## config.mk

```make
export PLATFORM = sky130hd
export DESIGN_NAME = palette_scanout_flat
export DESIGN_NICKNAME = d
export VERILOG_FILES = /design/src/rtl/palette_scanout_if.sv /design/src/rtl/palette_scanout.sv /design/src/flat_wrapper.sv
export SDC_FILE = /design/constraint.sdc
export NUM_CORES = 1
export LEC_CHECK = 0
export ABC_CLOCK_PERIOD_IN_PS = 12500
export CORE_ASPECT_RATIO = 1.5
export CORE_UTILIZATION = 40
export DETAILED_ROUTE_END_ITERATION = 10
export PLACE_DENSITY_LB_ADDON = 0.05
export RECOVER_POWER = 100
export SLEW_MARGIN = 10
export SYNTH_ARGS = -nofsm -noshare
export SYNTH_HDL_FRONTEND = slang
export SYNTH_SLANG_ARGS = --single-unit
```

## constraint.sdc

```tcl
create_clock -name clk_pixel -period 12.5 [get_ports clk_pixel]
set_input_delay 1.25 -clock clk_pixel [delete_from_list [all_inputs] [get_ports clk_pixel]]
set_output_delay 1.25 -clock clk_pixel [all_outputs]
set_load 0.01 [all_outputs]
```

## src/rtl/palette_scanout_if.sv

```systemverilog
// Scanout bus between palette_scanout and its environment (hdmi timing,
// framebuffer RAM, palette RAM). The scanout engine takes the master side.
interface palette_scanout_if #(
    parameter int ADDR_WIDTH = 17
);
    logic [11:0]           cx;
    logic [11:0]           cy;
    logic [ADDR_WIDTH-1:0] fb_addr;
    logic                  fb_rden;
    logic [7:0]            fb_data;
    logic [7:0]            pal_addr;
    logic [23:0]           pal_data;
    logic [23:0]           rgb;
    logic                  active;
    logic                  frame_start;

    modport master (
        input  cx, cy, fb_data, pal_data,
        output fb_addr, fb_rden, pal_addr, rgb, active, frame_start
    );

    modport slave (
        output cx, cy, fb_data, pal_data,
        input  fb_addr, fb_rden, pal_addr, rgb, active, frame_start
    );
endinterface

```

## src/rtl/palette_scanout.sv

```systemverilog
// Indexed-colour scanout: 1/2/4/8 bpp unpack, integer upscale into a centred
// window, fixed 4-cycle latency. PALETTE_SCANOUT_BORDER_EN adds border_rgb.
module palette_scanout #(
    parameter int BPP           = 8,
    parameter int FB_WIDTH      = 320,
    parameter int FB_HEIGHT     = 240,
    parameter int SCALE_X       = 4,
    parameter int SCALE_Y       = 4,
    parameter int SCREEN_WIDTH  = 1920,
    parameter int SCREEN_HEIGHT = 1080,
    parameter int ADDR_WIDTH    = 17
) (
    input  logic        clk_pixel,
    input  logic        reset,
`ifdef PALETTE_SCANOUT_BORDER_EN
    input  logic [23:0] border_rgb,
`endif
    palette_scanout_if.master bus
);
    localparam int PPB   = 8 / BPP;
    localparam int WIN_W = FB_WIDTH * SCALE_X;
    localparam int WIN_H = FB_HEIGHT * SCALE_Y;
    localparam int X0_I  = (SCREEN_WIDTH - WIN_W) / 2;
    localparam int Y0_I  = (SCREEN_HEIGHT - WIN_H) / 2;

    localparam logic [11:0] X0     = 12'(X0_I);
    localparam logic [11:0] X1     = 12'(X0_I + WIN_W);
    localparam logic [11:0] Y0     = 12'(Y0_I);
    localparam logic [11:0] Y1     = 12'(Y0_I + WIN_H);
    localparam logic [11:0] X_LAST = 12'(SCREEN_WIDTH - 1);
    localparam logic [2:0]  SX_LAST = 3'(SCALE_X - 1);
    localparam logic [2:0]  SY_LAST = 3'(SCALE_Y - 1);
    localparam logic [2:0]  PX_LAST = 3'(PPB - 1);
    localparam logic [ADDR_WIDTH-1:0] ROW_STEP = ADDR_WIDTH'(FB_WIDTH / PPB);
    localparam logic [ADDR_WIDTH-1:0] ONE_A    = ADDR_WIDTH'(1);

    if (BPP != 1 && BPP != 2 && BPP != 4 && BPP != 8) begin : g_bad_bpp
        $error("palette_scanout: BPP must be 1, 2, 4 or 8");
    end
    if (SCALE_X < 1 || SCALE_X > 8 || SCALE_Y < 1 || SCALE_Y > 8) begin : g_bad_scale
        $error("palette_scanout: SCALE_X/SCALE_Y must be in 1..8");
    end
    if (WIN_W > SCREEN_WIDTH || WIN_H > SCREEN_HEIGHT) begin : g_bad_window
        $error("palette_scanout: scaled image exceeds the screen");
    end
    if ((FB_WIDTH % PPB) != 0) begin : g_bad_width
        $error("palette_scanout: FB_WIDTH must be a multiple of pixels per byte");
    end
    if (FB_HEIGHT * FB_WIDTH / PPB > 2 ** ADDR_WIDTH) begin : g_bad_addr
        $error("palette_scanout: framebuffer does not fit in ADDR_WIDTH");
    end

    // Position counters
    logic                  synced_q, synced_d;
    logic [2:0]            sx_q, sx_d, px_q, px_d, sy_q, sy_d;
    logic [ADDR_WIDTH-1:0] col_q, col_d, row_base_q, row_base_d;
    // Pipeline
    logic [ADDR_WIDTH-1:0] fb_addr_q, fb_addr_d;
    logic                  fb_rden_q, fb_rden_d, rden1_q, rden1_d;
    logic [2:0]            px0_q, px0_d, px1_q, px1_d;
    logic [3:0]            vld_q, vld_d, fs_q, fs_d;
    logic [7:0]            word_q, word_d, pal_addr_q, pal_addr_d;
    logic [23:0]           rgb_q, rgb_d;
    logic                  active_q, active_d, frame_start_q, frame_start_d;

    logic                  in_x, in_y, in_win, frame_top, line_start;
    logic [2:0]            cur_sx, cur_px;
    logic [ADDR_WIDTH-1:0] cur_col;
    logic [7:0]            byte_sel;
    logic [5:0]            rshift;
    logic [BPP-1:0]        pix;
    logic [23:0]           bg_rgb;

`ifdef PALETTE_SCANOUT_BORDER_EN
    // Border colour travels alongside the pixel so it lines up with cx/cy.
    logic [3:0][23:0] bdr_q, bdr_d;
    assign bdr_d  = {bdr_q[2:0], border_rgb};
    assign bg_rgb = bdr_q[3];
    always_ff @(posedge clk_pixel) begin
        if (reset) bdr_q <= '0;
        else       bdr_q <= bdr_d;
    end
`else
    assign bg_rgb = 24'h000000;
`endif

    always_comb begin
        in_x       = (bus.cx >= X0) && (bus.cx < X1);
        in_y       = (bus.cy >= Y0) && (bus.cy < Y1);
        in_win     = synced_q && in_x && in_y;
        frame_top  = (bus.cx == 12'd0) && (bus.cy == 12'd0);
        line_start = (bus.cx == X0);
        cur_sx     = line_start ? 3'd0 : sx_q;
        cur_px     = line_start ? 3'd0 : px_q;
        cur_col    = line_start ? '0 : col_q;

        synced_d   = synced_q | frame_top;
        sx_d       = sx_q;
        px_d       = px_q;
        col_d      = col_q;
        sy_d       = sy_q;
        row_base_d = row_base_q;

        if (frame_top) begin
            sy_d       = 3'd0;
            row_base_d = '0;
        end
        if (in_win) begin
            sx_d  = cur_sx + 3'd1;
            px_d  = cur_px;
            col_d = cur_col;
            if (cur_sx == SX_LAST) begin
                sx_d = 3'd0;
                if (cur_px == PX_LAST) begin
                    px_d  = 3'd0;
                    col_d = cur_col + ONE_A;
                end else begin
                    px_d = cur_px + 3'd1;
                end
            end
        end
        if (synced_q && in_y && bus.cx == X_LAST) begin
            sy_d = sy_q + 3'd1;
            if (sy_q == SY_LAST) begin
                sy_d       = 3'd0;
                row_base_d = row_base_q + ROW_STEP;
            end
        end

        // Stage 0: address issue
        fb_addr_d = in_win ? (row_base_q + cur_col) : fb_addr_q;
        fb_rden_d = in_win && (cur_sx == 3'd0) && (cur_px == 3'd0);
        px0_d     = cur_px;
        // Stage 1: memory read in flight
        rden1_d   = fb_rden_q;
        px1_d     = px0_q;
        vld_d     = {vld_q[2:0], in_win};
        fs_d      = {fs_q[2:0], frame_top};

        // Stage 2: pixel bits [7 - px*BPP -: BPP], MSB first
        byte_sel   = rden1_q ? bus.fb_data : word_q;
        word_d     = byte_sel;
        rshift     = 6'(8 - BPP) - ({3'd0, px1_q} * 6'(BPP));
        pix        = BPP'(byte_sel >> rshift);
        pal_addr_d = vld_q[1] ? 8'(pix) : pal_addr_q;

        // Stage 4: colour out
        rgb_d         = vld_q[3] ? bus.pal_data : bg_rgb;
        active_d      = vld_q[3];
        frame_start_d = fs_q[3];
    end

    always_ff @(posedge clk_pixel) begin
        if (reset) begin
            synced_q      <= 1'b0;
            sx_q          <= '0;
            px_q          <= '0;
            sy_q          <= '0;
            col_q         <= '0;
            row_base_q    <= '0;
            fb_addr_q     <= '0;
            fb_rden_q     <= 1'b0;
            rden1_q       <= 1'b0;
            px0_q         <= '0;
            px1_q         <= '0;
            vld_q         <= '0;
            fs_q          <= '0;
            word_q        <= '0;
            pal_addr_q    <= '0;
            rgb_q         <= '0;
            active_q      <= 1'b0;
            frame_start_q <= 1'b0;
        end else begin
            synced_q      <= synced_d;
            sx_q          <= sx_d;
            px_q          <= px_d;
            sy_q          <= sy_d;
            col_q         <= col_d;
            row_base_q    <= row_base_d;
            fb_addr_q     <= fb_addr_d;
            fb_rden_q     <= fb_rden_d;
            rden1_q       <= rden1_d;
            px0_q         <= px0_d;
            px1_q         <= px1_d;
            vld_q         <= vld_d;
            fs_q          <= fs_d;
            word_q        <= word_d;
            pal_addr_q    <= pal_addr_d;
            rgb_q         <= rgb_d;
            active_q      <= active_d;
            frame_start_q <= frame_start_d;
        end
    end

    assign bus.fb_addr     = fb_addr_q;
    assign bus.fb_rden     = fb_rden_q;
    assign bus.pal_addr    = pal_addr_q;
    assign bus.rgb         = rgb_q;
    assign bus.active      = active_q;
    assign bus.frame_start = frame_start_q;
endmodule

```

## src/flat_wrapper.sv

```systemverilog
// flat-port wrapper written by rule: the top's interface ports become plain ports
module palette_scanout_flat 
#(
    parameter int BPP           = 8,
    parameter int FB_WIDTH      = 320,
    parameter int FB_HEIGHT     = 240,
    parameter int SCALE_X       = 4,
    parameter int SCALE_Y       = 4,
    parameter int SCREEN_WIDTH  = 1920,
    parameter int SCREEN_HEIGHT = 1080,
    parameter int ADDR_WIDTH    = 17
)
  (clk_pixel, reset, bus_cx, bus_cy, bus_fb_data, bus_pal_data, bus_fb_addr, bus_fb_rden, bus_pal_addr, bus_rgb, bus_active, bus_frame_start);
  palette_scanout_if #(.ADDR_WIDTH(ADDR_WIDTH)) bus_i ();
  input  logic clk_pixel;
  input  logic reset;
  input wire logic [$bits(bus_i.cx)-1:0] bus_cx;
  input wire logic [$bits(bus_i.cy)-1:0] bus_cy;
  input wire logic [$bits(bus_i.fb_data)-1:0] bus_fb_data;
  input wire logic [$bits(bus_i.pal_data)-1:0] bus_pal_data;
  output wire logic [$bits(bus_i.fb_addr)-1:0] bus_fb_addr;
  output wire logic [$bits(bus_i.fb_rden)-1:0] bus_fb_rden;
  output wire logic [$bits(bus_i.pal_addr)-1:0] bus_pal_addr;
  output wire logic [$bits(bus_i.rgb)-1:0] bus_rgb;
  output wire logic [$bits(bus_i.active)-1:0] bus_active;
  output wire logic [$bits(bus_i.frame_start)-1:0] bus_frame_start;
  assign bus_i.cx = bus_cx;
  assign bus_i.cy = bus_cy;
  assign bus_i.fb_data = bus_fb_data;
  assign bus_i.pal_data = bus_pal_data;
  assign bus_fb_addr = bus_i.fb_addr;
  assign bus_fb_rden = bus_i.fb_rden;
  assign bus_pal_addr = bus_i.pal_addr;
  assign bus_rgb = bus_i.rgb;
  assign bus_active = bus_i.active;
  assign bus_frame_start = bus_i.frame_start;
  palette_scanout #(.BPP(BPP), .FB_WIDTH(FB_WIDTH), .FB_HEIGHT(FB_HEIGHT), .SCALE_X(SCALE_X), .SCALE_Y(SCALE_Y), .SCREEN_WIDTH(SCREEN_WIDTH), .SCREEN_HEIGHT(SCREEN_HEIGHT), .ADDR_WIDTH(ADDR_WIDTH)) u_core (.clk_pixel(clk_pixel), .reset(reset), .bus(bus_i));
endmodule
```

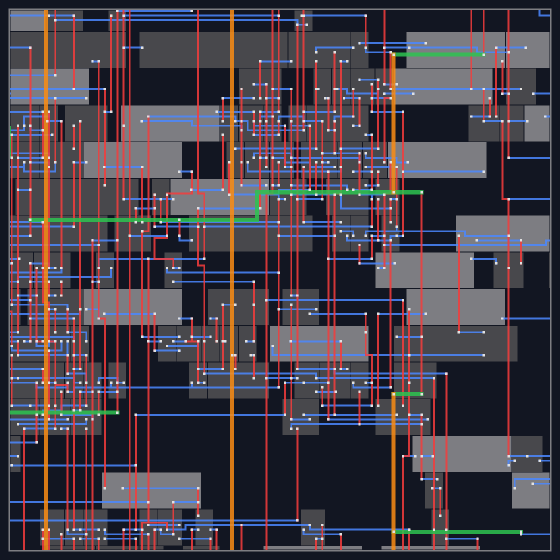
**Above:** run 1 (layout detail).
Window x 30 to 70, y 84 to 124 um. Cells in grey, sequential cells in the stronger grey; small squares are vias.
legend:
  M1:
    colour: blue
  M3:
    colour: green
  M2:
    colour: red
  M4:
    colour: orange
sequential cells in the window: 14
netlist names of flops here include: u_core.px0_q (3), u_core.px_q (3), u_core.sx_q (3)
cells with their middle in the window: 98
most frequent: nand2_1 (16), dfxtp_1 (14), nor2_1 (9)

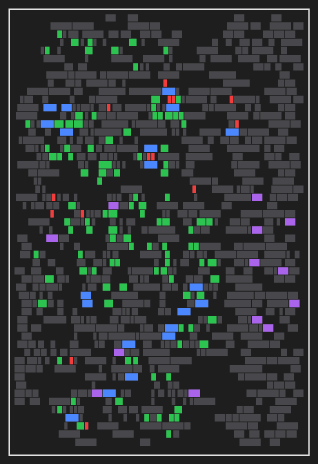
**Above:** run 1 (gate-type map).
Drawn at 3 px/um.
legend:
  inv cells:
    colour: red
    cells: 14
    most_used: inv_1
  mux cells:
    colour: purple
    cells: 13
    most_used: mux2i_1
  aoi and oai cells:
    colour: green
    cells: 107
    most_used: a21oi_1
  fa/ha/maj cells:
    colour: blue
    cells: 20
    most_used: ha_1
Commonest Layout Cell: dfxtp_1
combinational share of cell area: 41.19%
non-filler cells, final: 942

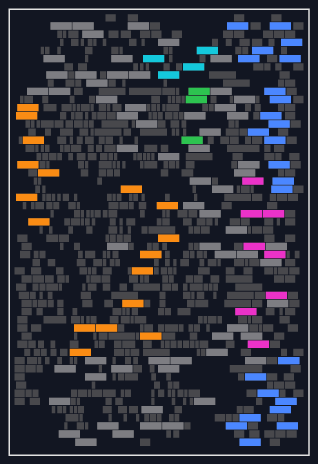
**Above:** run 1 (register map, names as in the netlist).
Drawn at 3 px/um. Other sequential cells in the stronger grey, the rest of the logic in the fainter grey.
legend:
  u_core.px0_q:
    colour: green
    placed_flops: 3
  u_core.fs_q:
    colour: cyan
    placed_flops: 4
    where: top centre
  u_core.bus.pal_addr:
    colour: magenta
    placed_flops: 8
    where: middle right
  u_core.bus.rgb:
    colour: blue
    placed_flops: 24
  u_core.col_q:
    colour: orange
    placed_flops: 17
post-layout utilization of the core: 53.55%
Flop area: 2382 um^2
Seq area share: 31.95%
power in sequential cells: 0.379 mW

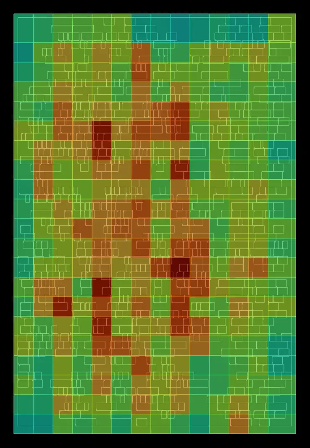
**Above:** run 1 (routing congestion).
Top Usage Layer GRT: met2
GRT Util Overall: 19.92%
routed len/inst: 15.07 um
met2 Usage GRT: 37.43%
Global Route met1 Usage: 21.85%

==> out/results.ini, run 1 <==
[status]
run_status = complete, but fails checks
violations = capacitance limit, slew limit

[clock_network]
tritoncts = built
cts_made_buffers = 17
post_cts_resized = 0
postCtsSetupBuffers = 0
clkTransAtPathRegs_ns = 0.06
clock_path_buffers = 2

[critical_path]
critPathMaxFanout = 36
crit_family = simple AND/OR/NAND/NOR gates
setup.worst_path.end_class = flip-flop
required_ns = 12.78
r2r_setup_slack_ns = 9.06
critPathKind = input pin to flip-flop

[pwr]
peakVddDrop_mv = 0.07451
comb_power_mw = 0.0271
pg_clk_mw = 0.512
intPower_mw = 0.7144
p_total_mw = 0.9179
p_switching_mw = 0.2036
clkPwrFrac_pct = 55.7
power.share.combinational_pct = 3.0
p_leak_nw = 2.976

[synth]
common_cells = dfxtp_1, nand2_1, nor2_1, clkbuf_1, and2_1
synth.area.mux_share_pct = 2.329
yosysMostFrequentCell = dfxtp_1
syn_inst = 671
yosysTopAreaCellShare_pct = 41.83
synth_stat.cells = 671
synth_flops = 119
synth.area.top_cells = dfxtp_1, nand2_1, nor2_1
yosys_warnings = 0

[floorplan]
chipArea_um2 = 14730
core_um2 = 13930
core_util_floorplan_pct = 40.90
num_tap_cells = 165
ioPinCount = 110

[final_layout]
largest_reg_flops = 24
non_clock_inverter_count = 14
comb_area_um2 = 3072
final-clk-cell-share_pct = 8.272
largest_cell_class = multi-input combinational cells
nNonClkBuffers = 116
n_fill_cell = 1294
fin_nets = 839
area_delta_synth_final_pct = 30.93
nonClkBufAreaFrac_pct = 15.12
ff_count = 119
design_area_um2 = 7457
diodes = 0

[final_timing]
relSlewSlack_pct = -117.3
setup_ws_ns = 6.362
maxSlewViolCount = 73
setup_tns_ns = 0

[drt]
dr_total_vias = 5045
drtIter0Drc = 243
drtPass1Iterations = 6
dr_wl_met2_mm = 7.464
totalWireLength_mm = 14.19
drt-met1-wl_mm = 5.864
top_layer = met4
ant_nets = 0

[place]
gp_congestion = 0.8813
post-dp-hpwl_mm = 10.17
dp_slack_ns = 6.695

[min_path]
min-delay-path-class = flip-flop to flip-flop

[job]
warnings = 28
maxCapViolCount = 1

[global_routing]
grt_max_degree = 73

**Run 1: metal 2**

Drawn at 2 px/um. Cells faint in the background.
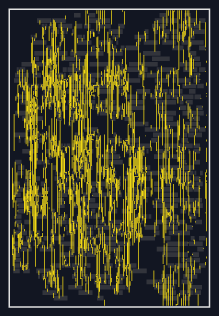

--- run 2 (diff from run 1) ---
- ABC_CLOCK_PERIOD_IN_PS: 12500 -> 5400
- clock period: 12.5 -> 5.4 ns (I/O delays scaled with it)
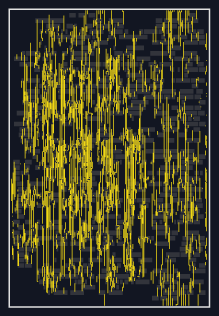
**Above:** run 2 (metal 2).
Drawn at 2 px/um. Cells faint in the background.
wire length on this layer: 7780 um
longest straight run: 65.3 um
nets with wire on the layer: 703
share of all routed wire: 53%
main direction: vertical
met2 Usage GRT: 38.92%
DR vias: 5117
Routed Wire Length: 14.78 mm

==> run 2 against run 1 <==
The flow now finishes without violations. First-iteration DRC count increased by 9.1%. Count of clock-buffer cells in the layout unchanged. Hold slack lost 0.0048 ns. Cell area decreased by 0.45%. Clock skew rose by 0.0031 ns. Combinational power increased by 130%. Global-route usage increased by 1.1 points. Worst setup slack got worse by 5.7 ns. Register-to-register slack lost 6.9 ns.
==> out/results.ini, run 2 <==
[critical_path]
critPathKind = input pin to flip-flop
required_ns = 5.73  ; -7.05 ns
setup.worst_path.end_class = flip-flop
r2r_setup_slack_ns = 2.17  ; -6.89 ns

[clock_network]
tritoncts = built
postCtsSetupBuffers = 0  ; unchanged
cts_made_buffers = 17  ; unchanged
clkTransAtPathRegs_ns = 0.06  ; about the same

[final_timing]
maxSlewViolCount = 0  ; -100%
setup_ws_ns = 0.6988  ; -5.664 ns
setup_tns_ns = 0  ; unchanged
relSlewSlack_pct = 44.72  ; +160 points

[floorplan]
chipArea_um2 = 14730  ; unchanged
ioPinCount = 110  ; unchanged
num_tap_cells = 165  ; unchanged
core_util_floorplan_pct = 40.90  ; unchanged
core_um2 = 13930  ; unchanged

[synth]
yosysTopAreaCellShare_pct = 41.83  ; unchanged
yosysMostFrequentCell = dfxtp_1
synth_flops = 119  ; unchanged
yosys_warnings = 0  ; unchanged
common_cells = dfxtp_1, nand2_1, nor2_1, clkbuf_1, and2_1
synth.area.mux_share_pct = 2.329  ; unchanged

[global_routing]
grt_max_degree = 73  ; unchanged
grt-busiest-layer = met2
grt_use_total_pct = 21.03  ; +1.1 points
met1_usage_pct = 22.58  ; +0.73 points

[final_layout]
design_area_um2 = 7423  ; -0.45%
fin_nets = 840  ; +0.12%
nonClkBufAreaFrac_pct = 15.29  ; +0.17 points
nNonClkBuffers = 117  ; +0.86%
largest_cell_class = multi-input combinational cells
area_delta_synth_final_pct = 30.34
ff_count = 119  ; unchanged
comb_area_um2 = 3093  ; +0.69%
fin_cells = 943  ; +0.11%
seq_area_share_pct = 32.09  ; +0.15 points
combAreaFraction_pct = 41.67  ; +0.47 points
non_clock_inverter_count = 14  ; unchanged
n_fill_cell = 1315  ; +1.6%
finish.utilization_pct = 53.31  ; -0.24 points

[drt]
routedWlPerCell_um = 15.67  ; +4.0%
top_layer = met4
drtPass1Iterations = 7  ; +1
dr_wl_met2_mm = 7.776  ; +4.2%
ant_nets = 0  ; unchanged
drtIter0Drc = 265  ; +9.1%

[place]
gp_congestion = 0.9189  ; +4.3%
post-dp-hpwl_mm = 10.48  ; +3.0%

[pwr]
seq-power_mw = 0.878  ; +130%
peakVddDrop_mv = 0.1935  ; +160%
p_total_mw = 1.999  ; +120%
power.share.combinational_pct = 3.2  ; +0.2 points
comb_power_mw = 0.0632  ; +130%
p_leak_nw = 2.947  ; -0.97%

[job]
maxCapViolCount = 0  ; -1

[status]
run_status = complete, no violations

[min_path]
min-delay-path-class = flip-flop to flip-flop

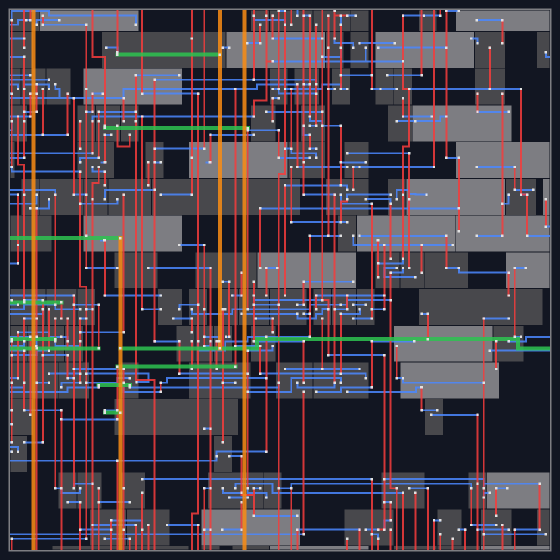
**Above:** run 2 (layout detail).
Window x 30 to 70, y 84 to 124 um. Cells in grey, sequential cells in the stronger grey; small squares are vias.
legend:
  M4:
    colour: orange
  M3:
    colour: green
  M1:
    colour: blue
  M2:
    colour: red
sequential cells in the window: 17
most frequent: nand2_1 (19), dfxtp_1 (17), nor2_1 (9)
netlist names of flops here include: u_core.px0_q (3), u_core.px1_q (3), u_core.px_q (3)
cells with their middle in the window: 106

Power and IR drop assume default switching activity.
